Run 1, the metal 1 layer:
Supply wires on this layer in grey.
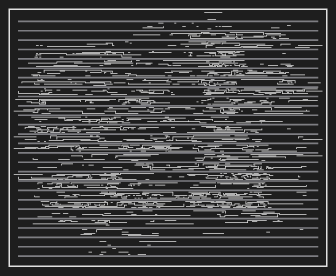
Run 1, metal 2:
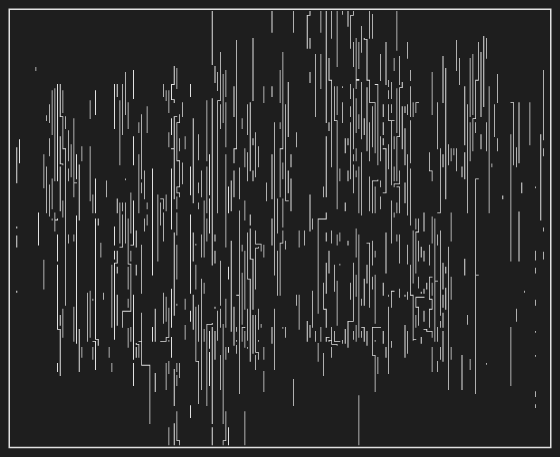
Run 1, M3 wires:
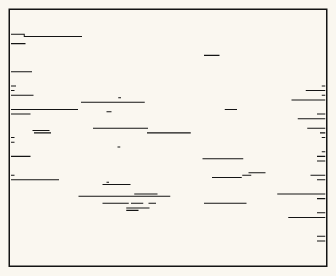
Run 1, clock routing:
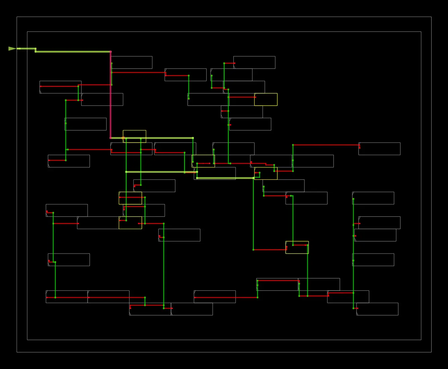
<file path="config.mk">
export PLATFORM = sky130hd
export DESIGN_NAME = pipeline_stall_ctrl
export DESIGN_NICKNAME = d
export VERILOG_FILES = /design/src/rtl/pipeline_stall_ctrl_pkg.sv /design/src/rtl/pipeline_stall_ctrl_sat_counter.sv /design/src/rtl/pipeline_stall_ctrl.sv
export SDC_FILE = /design/constraint.sdc
export NUM_CORES = 1
export LEC_CHECK = 0
export CAP_MARGIN = 20
export CORE_ASPECT_RATIO = 0.8
export CORE_MARGIN = 2
export CORE_UTILIZATION = 43
export CTS_CLUSTER_DIAMETER = 80
export CTS_CLUSTER_SIZE = 10
export DETAILED_ROUTE_END_ITERATION = 8
export PLACE_DENSITY = 0.69
export SLEW_MARGIN = 15
export SYNTH_ARGS = -nofsm -noshare
export SYNTH_HDL_FRONTEND = slang
export SYNTH_SLANG_ARGS = --single-unit
</file>
<file path="constraint.sdc">
create_clock -name clk -period 3 [get_ports clk]
set_input_delay 0.6 -clock clk [delete_from_list [all_inputs] [get_ports clk]]
set_output_delay 0.6 -clock clk [all_outputs]
set_load 0.02 [all_outputs]
</file>
<file path="src/rtl/pipeline_stall_ctrl_pkg.sv">
// Shared constants and types for the pipeline stall controller:
// stop-vector encodings, stall patterns and the multi-cycle FSM states.
package pipeline_stall_ctrl_pkg;

  localparam int DEF_STOP_W = 6;
  localparam int DEF_CNT_W  = 6;
  localparam int DEF_PERF_W = 32;

  localparam logic STOP    = 1'b1;
  localparam logic NO_STOP = 1'b0;

  // Bit order: 0 PC, 1 IF/ID, 2 ID/EX, 3 EX/MEM, 4 MEM/WB, 5 WB
  localparam logic [DEF_STOP_W-1:0] STOP_PAT_NONE = 6'b000000;
  localparam logic [DEF_STOP_W-1:0] STOP_PAT_ID   = 6'b000111;
  localparam logic [DEF_STOP_W-1:0] STOP_PAT_EX   = 6'b001111;

  typedef enum logic [1:0] {
    RUN     = 2'd0,
    MC_BUSY = 2'd1,
    MC_DONE = 2'd2
  } mc_state_e;

endpackage

</file>
<file path="src/rtl/pipeline_stall_ctrl_sat_counter.sv">
// Saturating up-counter with a synchronous clear that wins over increment.
module sat_counter #(
  parameter int W = 32
) (
  input  logic         clk,
  input  logic         rst,
  input  logic         inc,
  input  logic         clr,
  output logic [W-1:0] count
);

  // Count up on inc, stick at all-ones, clear to zero on clr.
  always_ff @(posedge clk or posedge rst) begin
    if (rst) begin
      count <= '0;
    end else if (clr) begin
      count <= '0;
    end else if (inc && !(&count)) begin
      count <= count + W'(1);
    end
  end

endmodule

</file>
<file path="src/rtl/pipeline_stall_ctrl.sv">
// Pipeline stall controller: arbitrates flush / EX / ID stall requests into
// the stop vector, sequences multi-cycle EX ops and counts stalled cycles.
module pipeline_stall_ctrl
  import pipeline_stall_ctrl_pkg::*;
#(
  parameter int STOP_W = DEF_STOP_W,
  parameter int CNT_W  = DEF_CNT_W,
  parameter int PERF_W = DEF_PERF_W
) (
  input  logic              clk,
  input  logic              rst,
  input  logic              stallreq_id,
  input  logic              stallreq_ex,
  input  logic              mc_start,
  input  logic [CNT_W-1:0]  mc_len,
  input  logic              flush_req,
  input  logic              perf_clr,
  output logic [STOP_W-1:0] stop,
  output logic              flush_o,
  output logic              mc_busy,
  output logic              mc_done,
  output logic [PERF_W-1:0] stall_cycles
);

  mc_state_e        state;
  logic [CNT_W-1:0] cnt;
  logic             mc_accept;
  logic             ex_stall;

  // A new op may be accepted when idle or in the cycle its predecessor completes.
  always_comb begin
    mc_accept = mc_start && ((state == RUN) || (state == MC_DONE));
    ex_stall  = (state == MC_BUSY) || (mc_accept && (mc_len >= CNT_W'(2))) || stallreq_ex;
  end

  // Stop-vector priority mux: flush, then EX stall, then ID stall.
  always_comb begin
    stop = STOP_W'(STOP_PAT_NONE);
    if (flush_req) begin
      stop = STOP_W'(STOP_PAT_NONE);
    end else if (ex_stall) begin
      stop = STOP_W'(STOP_PAT_EX);
    end else if (stallreq_id) begin
      stop = STOP_W'(STOP_PAT_ID);
    end
  end

  assign flush_o = flush_req;
  assign mc_done = (state == MC_DONE) && !flush_req;

  // Multi-cycle FSM with its down-counter and registered busy flag.
  always_ff @(posedge clk or posedge rst) begin
    if (rst) begin
      state   <= RUN;
      cnt     <= '0;
      mc_busy <= 1'b0;
    end else if (flush_req) begin
      state   <= RUN;
      cnt     <= '0;
      mc_busy <= 1'b0;
    end else begin
      case (state)
        MC_BUSY: begin
          cnt <= cnt - CNT_W'(1);
          if (cnt == CNT_W'(1)) begin
            state   <= MC_DONE;
            mc_busy <= 1'b0;
          end
        end
        default: begin
          if (mc_accept && (mc_len >= CNT_W'(3))) begin
            state   <= MC_BUSY;
            cnt     <= mc_len - CNT_W'(2);
            mc_busy <= 1'b1;
          end else if (mc_accept && (mc_len == CNT_W'(2))) begin
            state   <= MC_DONE;
            mc_busy <= 1'b0;
          end else begin
            state   <= RUN;
            mc_busy <= 1'b0;
          end
        end
      endcase
    end
  end

  sat_counter #(
    .W(PERF_W)
  ) u_stall_cnt (
    .clk  (clk),
    .rst  (rst),
    .inc  (stop[0] == STOP),
    .clr  (perf_clr),
    .count(stall_cycles)
  );

endmodule

</file>
==> out/notes.md, run 1 <==
The flow ran to the end, and the final reports show no timing, DRC or antenna violations. Broken down by cell family, the worst path's largest delay share belongs to buffers and inverters. The run gives 0.000163 V for the peak ir drop on the vdd network. Relative slew slack: 58.3%. The cell type with the highest occurrence count on the critical path was sky130_fd_sc_hd__clkdlybuf4s50_1. Cells fill 56.0% of the core in the end. Counting distinct cell types in the post-synthesis netlist gives 49.

The H-tree generated during clock tree synthesis spans 2 levels. The number of I/O pins was 54; the average instance area after synthesis was 8.84 µm². The overall track demand over capacity in global routing is 19.7%, and the area share of the largest cell type after synthesis is 38.0%. The number of antenna diodes in the final layout is 0.

According to the floorplan report, the die height is 74 µm. The most common logic cell in the final layout is sky130_fd_sc_hd__clkdlybuf4s50_1. In this run the clock root is driven by a sky130_fd_sc_hd__clkbuf_8.

For the final routed database, the setup TNS stands at 0 ns. The number of clock sinks came to 40. The report shows a maximum critical-path fanout of 6. The area growth from synthesis to layout was 25.8%.

Once the clock tree was built, the setup fixing pass inserted 0 buffers. The shortest period the worst path allows was 2.60 ns; the final hold violation count was 0. The biggest area contributor in the post-synthesis netlist is sky130_fd_sc_hd__dfrtp_1. The detail route stage leaves a number of antenna-violating nets equal to 0. STA classifies the critical path startpoint as a primary input. The run gives 2290 as the number of global-route vias before repair. The initial utilization of the core area, before any placement, comes to 44.6%. The script extracted a total leakage power of 1.29 nW.

The power per cell area came out at 345 nW/µm². The total area inside the core boundary comes to 5910 µm². The standard-cell row count is 25. The synthesis stat section lists a flop and latch total of 40. The cell sequence reported for the critical path is clkdlybuf4s50_1 -> nor3b_1 -> clkdlybuf4s50_1. The share of final-layout standard cells stronger than drive strength 1 was 8.09%.

The tools report the remaining global-route overflow as 0. With the count of input and output buffers at 51, the placed wire-length estimate is 4510 µm. Per the detail_route report, routed wire per instance is 15.4 µm. The filler cell count in the final layout is 554. Yosys attributes the largest share of cell area to sky130_fd_sc_hd__dfrtp_1 38%, sky130_fd_sc_hd__a21oi_1 5.7%, sky130_fd_sc_hd__or4_1 5.4%, sky130_fd_sc_hd__o31ai_1 5.1%, sky130_fd_sc_hd__mux2_1 3.4%. TritonCTS built the clock tree. Slowest cell on the critical path: sky130_fd_sc_hd__clkdlybuf4s50_1. Setup repair after global routing left no endpoint under its margin. The tools report the layout net count as 363. Gates resized during post-CTS repair numbered 0.

The critical path endpoint has a required time of 2.40 ns.
## Picture notes: 'the metal 1 layer'
main direction	horizontal
longest straight run	26.7 µm
nets with wire on the layer	320
wire length on this layer	3210 µm

## Picture notes: 'metal 2'
nets with wire on the layer	314
wire length on this layer	2980 µm
longest straight run	36.4 µm
share of all routed wire	45%
Via Count: 2511
met2 track demand over resource: 30.8%
total length of routed wires: 6560 µm

## Picture notes: 'M3 wires'
main direction	horizontal
share of all routed wire	5.0%
GR met3 Demand/Resource: 3.85%

## Picture notes: 'clock routing'
number of clock buffers inserted by TritonCTS: 5
power attributed to the clock group: 0.388 mW
number of clock buffers in the layout: 7
Worst-Skew Late Latency: 0.29 ns
Seq cells: 40

[run 1: report_power, final]
group	leakage [nW]	internal (mW)	total [mW]	switching, mW
Sequential	0.552	0.552	0.567	0.0148
Combinational	0.690	0.0761	0.188	0.112
Clock	0.0503	0.205	0.388	0.183
Total	1.29	0.834	1.14	0.310
[run 1: routing by layer]
| metal | part of all wire [%] | wire length, µm | GRT usage [%] | vias up |
|---|---|---|---|---|
| li1 | - | - | - | 1217 |
| met1 | 49 | 3200 | 28.1 | 1210 |
| met2 | 45 | 2980 | 30.8 | 78 |
| met3 | 5.0 | 325 | 3.85 | 6 |
| met4 | 0.81 | 53 | 6.23 | 0 |
| met5 | 0 | 0 | 0 | - |
[run 1: through the flow]
stage / power (mW) / cells / instance area (µm²) / worst slack (ns) / hold WS, ns
final: 1.14 / 427 / 3310 / 0.397 / 0.527
after global routing: 1.20 / 427 / 3310 / 0.317 / 0.557
after CTS: 1.16 / 427 / 3290 / 0.0342 / 0.525
after detailed placement: 0.765 / 420 / 3200 / 0.0345 / 0.513
after global placement: 0.761 / 420 / 3200 / 0.0896 / 0.521
after floorplan: 0.698 / 299 / 2640 / 0.455 / 0.483
[run 1: logic make-up (layout without fill, tap and decap cells)]
logic type,after synthesis,after routing,synth area share [%]
compound gates,69,69,17.5
xor+xnor,3,3,0.998
fa+ha+maj,4,4,1.90
buf+inv,37,84,7.32
flops,40,40,38.0
mux,8,8,3.42
other cells,1,2,0.142
simple gates,136,136,30.7
[run 1: area by class of cell]
cell class | count | area [µm²] | share of cell area, %
Tap cell | 81 | 101 | 3.06
Sequential cell | 40 | 1000 | 30.2
Clock buffer | 7 | 96.3 | 2.91
Multi-Input combinational cell | 222 | 1460 | 43.9
Inverter | 15 | 56.3 | 1.70
Timing Repair Buffer | 62 | 603 | 18.2
[run 1: sequential cells by signal (all words and copies together), names as in the netlist]
register and count:
cnt 6, u_stall_cnt.count 32, state 2
[run 1: worst paths after layout]
path | slack [ns] | to | startpoint | depth (start not counted)
max in group asynchronous | 1.92 | cnt[4] | rst | 3
hold / removal | 0.53 | cnt[0] | cnt[0] | 1
setup / recovery | 0.40 | mc_done | flush_req | 3
min in group asynchronous | 0.72 | u_stall_cnt.count[3] | rst | 3
setup reg to reg | 0.53 | u_stall_cnt.count[17] | u_stall_cnt.count[0] | 7
hold reg to reg | 0.53 | cnt[0] | cnt[0] | 1
[run 1: cells in the mapped netlist (all sizes together)]
cell	instances
and4	4
and3b	1
a32oi	2
nand2	15
mux2	8
nand2b	2
o41ai	1
dfrtp	40
ha	4
a211oi	2
xnor2	1
o2111ai	1
buf	14
inv	15
or4b	1
a21bo	1
and2	1
nor3b	2
nand4b	2
and3	3
nand4	15
nor3	6
conb	1
a21boi	2
or4	19
o211ai	2
nor2	24
a21oi	30
a31oi	2
o21a	1
o21ba	1
o31ai	18
nand3b	2
xor2	2
or3	4
nor2b	8
nand3	16
clkbuf	8
o21ai	6
nor4	11
==> run 2, diff against run 1 <==
Settings changed: CTS_CLUSTER_DIAMETER 80 to unset.
Clock period 3 ns to 2.4 ns, I/O delays scaled along.
Run 2, signal metal coverage by tile:
Scale bar: 20 µm. The die is cut into 18 by 15 equal tiles; dark purple is low, yellow is high, scaled to the fullest tile. Values are wire area over tile area, all layers added.
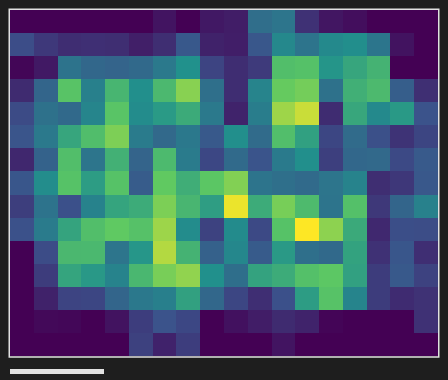
densest ninth of the die	centre
fullest tile	0.45
mean over tiles	0.15
global-route total usage across every layer: 19.9%
routed len/inst: 14.8 µm

==> out/notes.md, run 2 <==
The flow ran to the end, and the final reports show no timing, DRC or antenna violations. The area growth from synthesis to layout works out to 30.6%. The tools report the critical path startpoint category as a primary input.

Once the floorplan was initialized, standard cells occupied 44.6% of the core. Setup repair after global routing left no endpoint under its margin. The tools report the peak ir drop on the vdd network as 0.000240 V. The switching portion of total power came out at 27.3%. The layout stage reports a final design area of 3440 µm². The clock reaches the later pin of the worst-skew pair after 0.29 ns.

The synthesized design devotes to its leading area cell type 38.0% of total area. The number of diodes is 0, and the required time at the endpoint of the critical path is 1.92 ns. After the flow finishes, the layout carries non-filler instances totaling 442.

The gate-level netlist out of Yosys references 49 unique cell types. The detailed router reported a total wirelength of 6550 µm. According to the finish report, the design has a final net count of 377.

The total area inside the core boundary comes to 5910 µm². With the switching power at 0.386 mW, the number of global-route vias before repair is 2233. Average instance area after synthesis: 8.84 µm².

Part of the power in the clock network: 32.7%. The internal power of the cells was 1.03 mW; the clock net sink count was 40. Filler cell count in the final layout: 518. In this run, placement finished with an instance count of 434. For reference, the critical path cell chain is clkdlybuf4s50_1 -> nor4_4 -> buf_4 -> a21bo_2 -> a21oi_1 -> clkdlybuf4s15_2. The wire-length estimate of the detail-placed layout is 4600 µm. The completed layout was analyzed and its total power is 1.42 mW. In this run the vertical extent of the chip is 74 µm. Endpoints failing hold in the final report were tallied at 0. The slowest cell on the critical path is sky130_fd_sc_hd__clkdlybuf4s50_1.

The biggest area contributor in the post-synthesis netlist is sky130_fd_sc_hd__dfrtp_1. Of all flip-flops after synthesis, the portion carrying an async set or reset was 100%. The registers reported with the highest flop counts are u_stall_cnt.count x32, cnt x6, state x2. Among all cell types in the netlist, the one instantiated most often is sky130_fd_sc_hd__dfrtp_1.

Counting flops with a built-in enable in the synthesized netlist gives 0. For this design the ratio of total power to cell area is 411 nW/µm². The total CTS buffers is 5.

The largest driver fanout on the critical path came out at 3. TritonCTS built the clock tree. Clock tree synthesis selected as its root buffer the cell sky130_fd_sc_hd__clkbuf_8. The run gives 0.21 ns for the setup slack of the most critical reg-to-reg path. The synthesis run shows the most used standard cells to be 40 x sky130_fd_sc_hd__dfrtp_1, 30 x sky130_fd_sc_hd__a21oi_1, 24 x sky130_fd_sc_hd__nor2_1. The worst path needs 2.37 ns of the cycle, external delays included.
Run 2, metal 2:
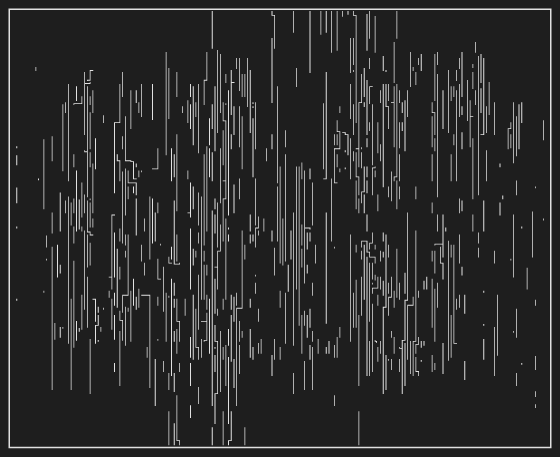
longest straight run	33.0 µm
main direction	vertical
share of all routed wire	44%
Via Count: 2553
met2 track demand over resource: 30.3%

[run 2: cell counts after synthesis]
No cell type changed its count.
[run 2: cells by family after synthesis]
logic type                 synth area share [%]
buffers and inverters                      7.32
and+or+nand+nor                            30.7
xor gates and xnor gates                  0.998
other                                     0.142
adders and majority gates                  1.90
AOI/OAI and AO/OA                          17.5
DFF                                        38.0
muxes                                      3.42
[run 2: final timing paths]
| path | from | end | cells past startpoint |
|---|---|---|---|
| max | mc_len[4] | stop[3] | 6 |
| min reg2reg | cnt[0] | cnt[0] | 1 |
| min | cnt[0] | cnt[0] | 1 |
| max reg2reg | u_stall_cnt.count[0] | u_stall_cnt.count[23] | 7 |
| min in group asynchronous | rst | u_stall_cnt.count[1] | 3 |
| max in group asynchronous | rst | u_stall_cnt.count[21] | 3 |
[run 2: per-stage QoR]
stage | TNS [ns] | setup WS [ns] | util (%) | hold slack, ns
4_1_cts | 0 | 0.0163 | 57.8 | 0.532
6_report | 0 | 0.0271 | 58.2 | 0.532
5_1_grt | 0 | 0.00728 | 58.2 | 0.563
3_3_place_gp | -3.65 | -0.267 | 56.0 | 0.519
3_5_place_dp | -4.73 | -0.277 | 56.0 | 0.520
2_1_floorplan | 0 | 0.0947 | - | 0.483
[run 2: final cells by class]
type / count / area (µm²) / area share, %
clock buffer: 8 / 90.1 / 2.62
inverter: 15 / 56.3 / 1.64
multi-input combinational: 222 / 1470 / 42.8
sequential: 40 / 1000 / 29.1
tap: 81 / 101 / 2.95
timing repair buffer: 76 / 719 / 20.9
[run 2: repair_timing]
action	in CTS	in global routing
endpoints found under the setup margin	5	7
gates resized	14	5
pin swaps	1	2
[run 2: metal layers]
layer | global-route usage [%] | routed length, µm | up-vias
met2 | 30.3 | 2870 | 96
met3 | 4.15 | 414 | 6
met1 | 28.8 | 3200 | 1199
met4 | 6.06 | 61 | 0
li1 | - | - | 1252
met5 | 0 | 0 | -
[run 2: power groups by stage]
stage,sequential [mW],clock [mW],combinational [mW]
finish,0.709,0.462,0.244
global route,0.711,0.512,0.269
CTS,0.708,0.484,0.246
detailed placement,0.721,0,0.244
global placement,0.721,0,0.241
floorplan,0.723,0,0.150
==> run 3, diff against run 2 <==
Settings changed: CORE_MARGIN 2 to 1.
Run 3, signal metal coverage by tile:
Scale bar: 20 µm. The die is cut into 18 by 14 equal tiles; dark purple is low, yellow is high, scaled to the fullest tile. Values are wire area over tile area, all layers added.
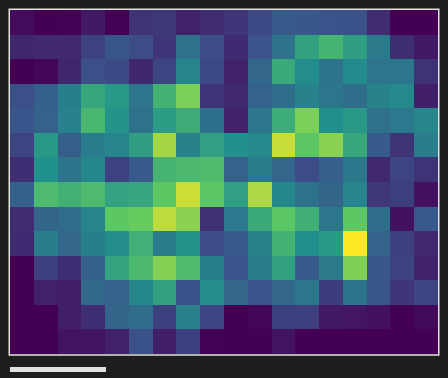
tiles over half the peak	22%
densest ninth of the die	centre
mean over tiles	0.16
fullest tile	0.47
nearly empty tiles	9.9%
routed len/inst: 14.7 µm
total length of routed wires: 6500 µm
global-route total usage across every layer: 21.1%
Via Count: 2531

==> out/notes.md, run 3 <==
The run finished with clean final reports. The number of enable flip-flop cells was 0. The synthesis run shows the most used standard cells to be 40 x sky130_fd_sc_hd__dfrtp_1, 30 x sky130_fd_sc_hd__a21oi_1, 24 x sky130_fd_sc_hd__nor2_1.

Beginning of the worst hold path: cnt[0]. STA puts the critical path data required time at 1.92 ns. The dominant register cell in the synthesized netlist was sky130_fd_sc_hd__dfrtp_1. Setup repair after global routing left no endpoint under its margin.

The run gives 48.9% for the fraction of power consumed by sequential logic. The number of setup buffers added after CTS is 0, and the static leakage power is 1.36 nW. The run gives 1470 µm² as the combined area of the multi-input logic cells.

The final hold violation count came out at 0. Looking at the critical path, the highest net fanout was 4. In the final layout, the fill cell count is 513.

The number of cells on the worst reg-to-reg path is 7. TritonCTS built the clock tree. The launch point of the worst path was stallreq_ex. Total power for the finished layout comes to 1.45 mW. The root buffer cell chosen for the clock tree is sky130_fd_sc_hd__clkbuf_8. A synthesized cell averages 8.84 µm². Nets still carrying antenna violations after routing amount to 0. The worst register-to-register path ends at u_stall_cnt.count[19]. By instance count after routing, the leading logic cell type is sky130_fd_sc_hd__clkdlybuf4s50_1. For the core utilization of the finished layout, the log shows 58.4%. The path with the worst hold slack has its endpoint at cnt[0].

By area the synthesized netlist is led by sky130_fd_sc_hd__dfrtp_1 38%, sky130_fd_sc_hd__a21oi_1 5.7%, sky130_fd_sc_hd__or4_1 5.4%, sky130_fd_sc_hd__o31ai_1 5.1%, sky130_fd_sc_hd__mux2_1 3.4%. Measured along the y axis, the die boundary spans 72 µm. The clock H-tree reported by CTS has 2 levels. With the area share of the largest cell type after synthesis at 38.0%, the share of final-layout standard cells stronger than drive strength 1 is 13.1%. Per the layout area report, the register area comes to 1000 µm². The largest registers in the layout are u_stall_cnt.count x32, cnt x6, state x2. With the flip-flop count of the largest register, all copies and words added at 32, the clock latency at the later pin of the worst-skew pair is 0.29 ns. Net switching is 27.0% of the power. The wire-length estimate of the detail-placed layout is 4570 µm. The run gives 2199 for the number of global-route vias before repair.

The highest supply drop recorded on VDD is 0.000272 V. The clock network burns 33.7% of the power. The leading cell type by number of instances after synthesis is sky130_fd_sc_hd__dfrtp_1. For this design the total switching power over the nets is 0.392 mW. The cell type contributing the most total cell area after synthesis was sky130_fd_sc_hd__dfrtp_1.
Run 3, the metal 1 layer:
Supply wires on this layer in grey.
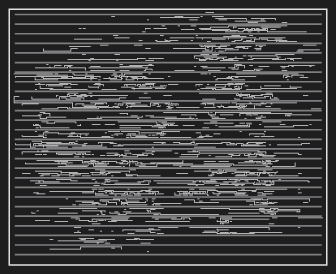
longest straight run	22.5 µm
main direction	horizontal
wire length on this layer	3200 µm
Global Route met1 Usage: 30.0%

[run 3: cell counts after synthesis]
Identical to the previous run, type by type.
[run 3: area by class of cell]
| type | count | share of cell area [%] |
|---|---|---|
| inverter | 15 | 1.63 |
| clock buffer | 7 | 2.79 |
| sequential | 40 | 29.0 |
| tap | 81 | 2.93 |
| multi-input combinational | 222 | 42.5 |
| timing repair buffer | 76 | 21.2 |
[run 3: worst max-delay path by stage]
stage	end	slack (ns)	cells after the start
2_1_floorplan	stop[0]	0.09	7
3_3_place_gp	stop[0]	-0.29	6
3_5_place_dp	u_stall_cnt.count[17]	-0.30	9
4_1_cts	u_stall_cnt.count[17]	0.008	9
5_1_grt	u_stall_cnt.count[17]	0.009	9
6_report	stop[1]	0.09	5
[run 3: logic make-up after synthesis]
kind of cell,after synthesis,synth area share [%]
buffers and inverters,37,7.32
AOI/OAI and AO/OA,69,17.5
muxes,8,3.42
other,1,0.142
adders and majority gates,4,1.90
DFF,40,38.0
xor gates and xnor gates,3,0.998
and+or+nand+nor,136,30.7
[run 3: timing repair]
item / CTS / global route
endpoints found under the hold margin: 0 / 0
endpoints found under the setup margin: 5 / 7
gates resized: 15 / 5
pin swaps: 1 / 2
[run 3: power groups by stage]
stage / Clock [mW] / Combinational (mW) / Sequential (mW)
2_1_floorplan: 0 / 0.150 / 0.723
3_3_place_gp: 0 / 0.247 / 0.721
3_5_place_dp: 0 / 0.250 / 0.722
4_1_cts: 0.500 / 0.251 / 0.708
5_1_grt: 0.518 / 0.278 / 0.711
6_report: 0.488 / 0.252 / 0.708
[run 3: layer usage]
metal | global-route usage, % | share of wire, % | vias to the layer above | wire, µm
met5 | 0 | 0 | - | 0
met4 | 5.47 | 0.80 | 0 | 52
met3 | 3.98 | 5.0 | 4 | 325
met2 | 33.0 | 45 | 68 | 2930
met1 | 30.0 | 49 | 1212 | 3200
li1 | - | - | 1247 | -
[run 3: worst max-delay path: stages]
cell	delay, ns
sky130_fd_sc_hd__clkdlybuf4s50_1	0.41
sky130_fd_sc_hd__or3_1	0.43
sky130_fd_sc_hd__o21ai_2	0.19
sky130_fd_sc_hd__inv_2	0.07
sky130_fd_sc_hd__clkdlybuf4s15_2	0.25
[run 3: per-stage QoR]
stage | area (µm²) | cells | setup slack (ns)
3_3_place_gp | 3330 | 434 | -0.292
4_1_cts | 3430 | 441 | 0.00785
6_report | 3450 | 441 | 0.0895
3_5_place_dp | 3330 | 434 | -0.304
5_1_grt | 3450 | 441 | 0.00893
2_1_floorplan | 2640 | 299 | 0.0947
No activity file was given, so power comes from the tool's default toggle rates.
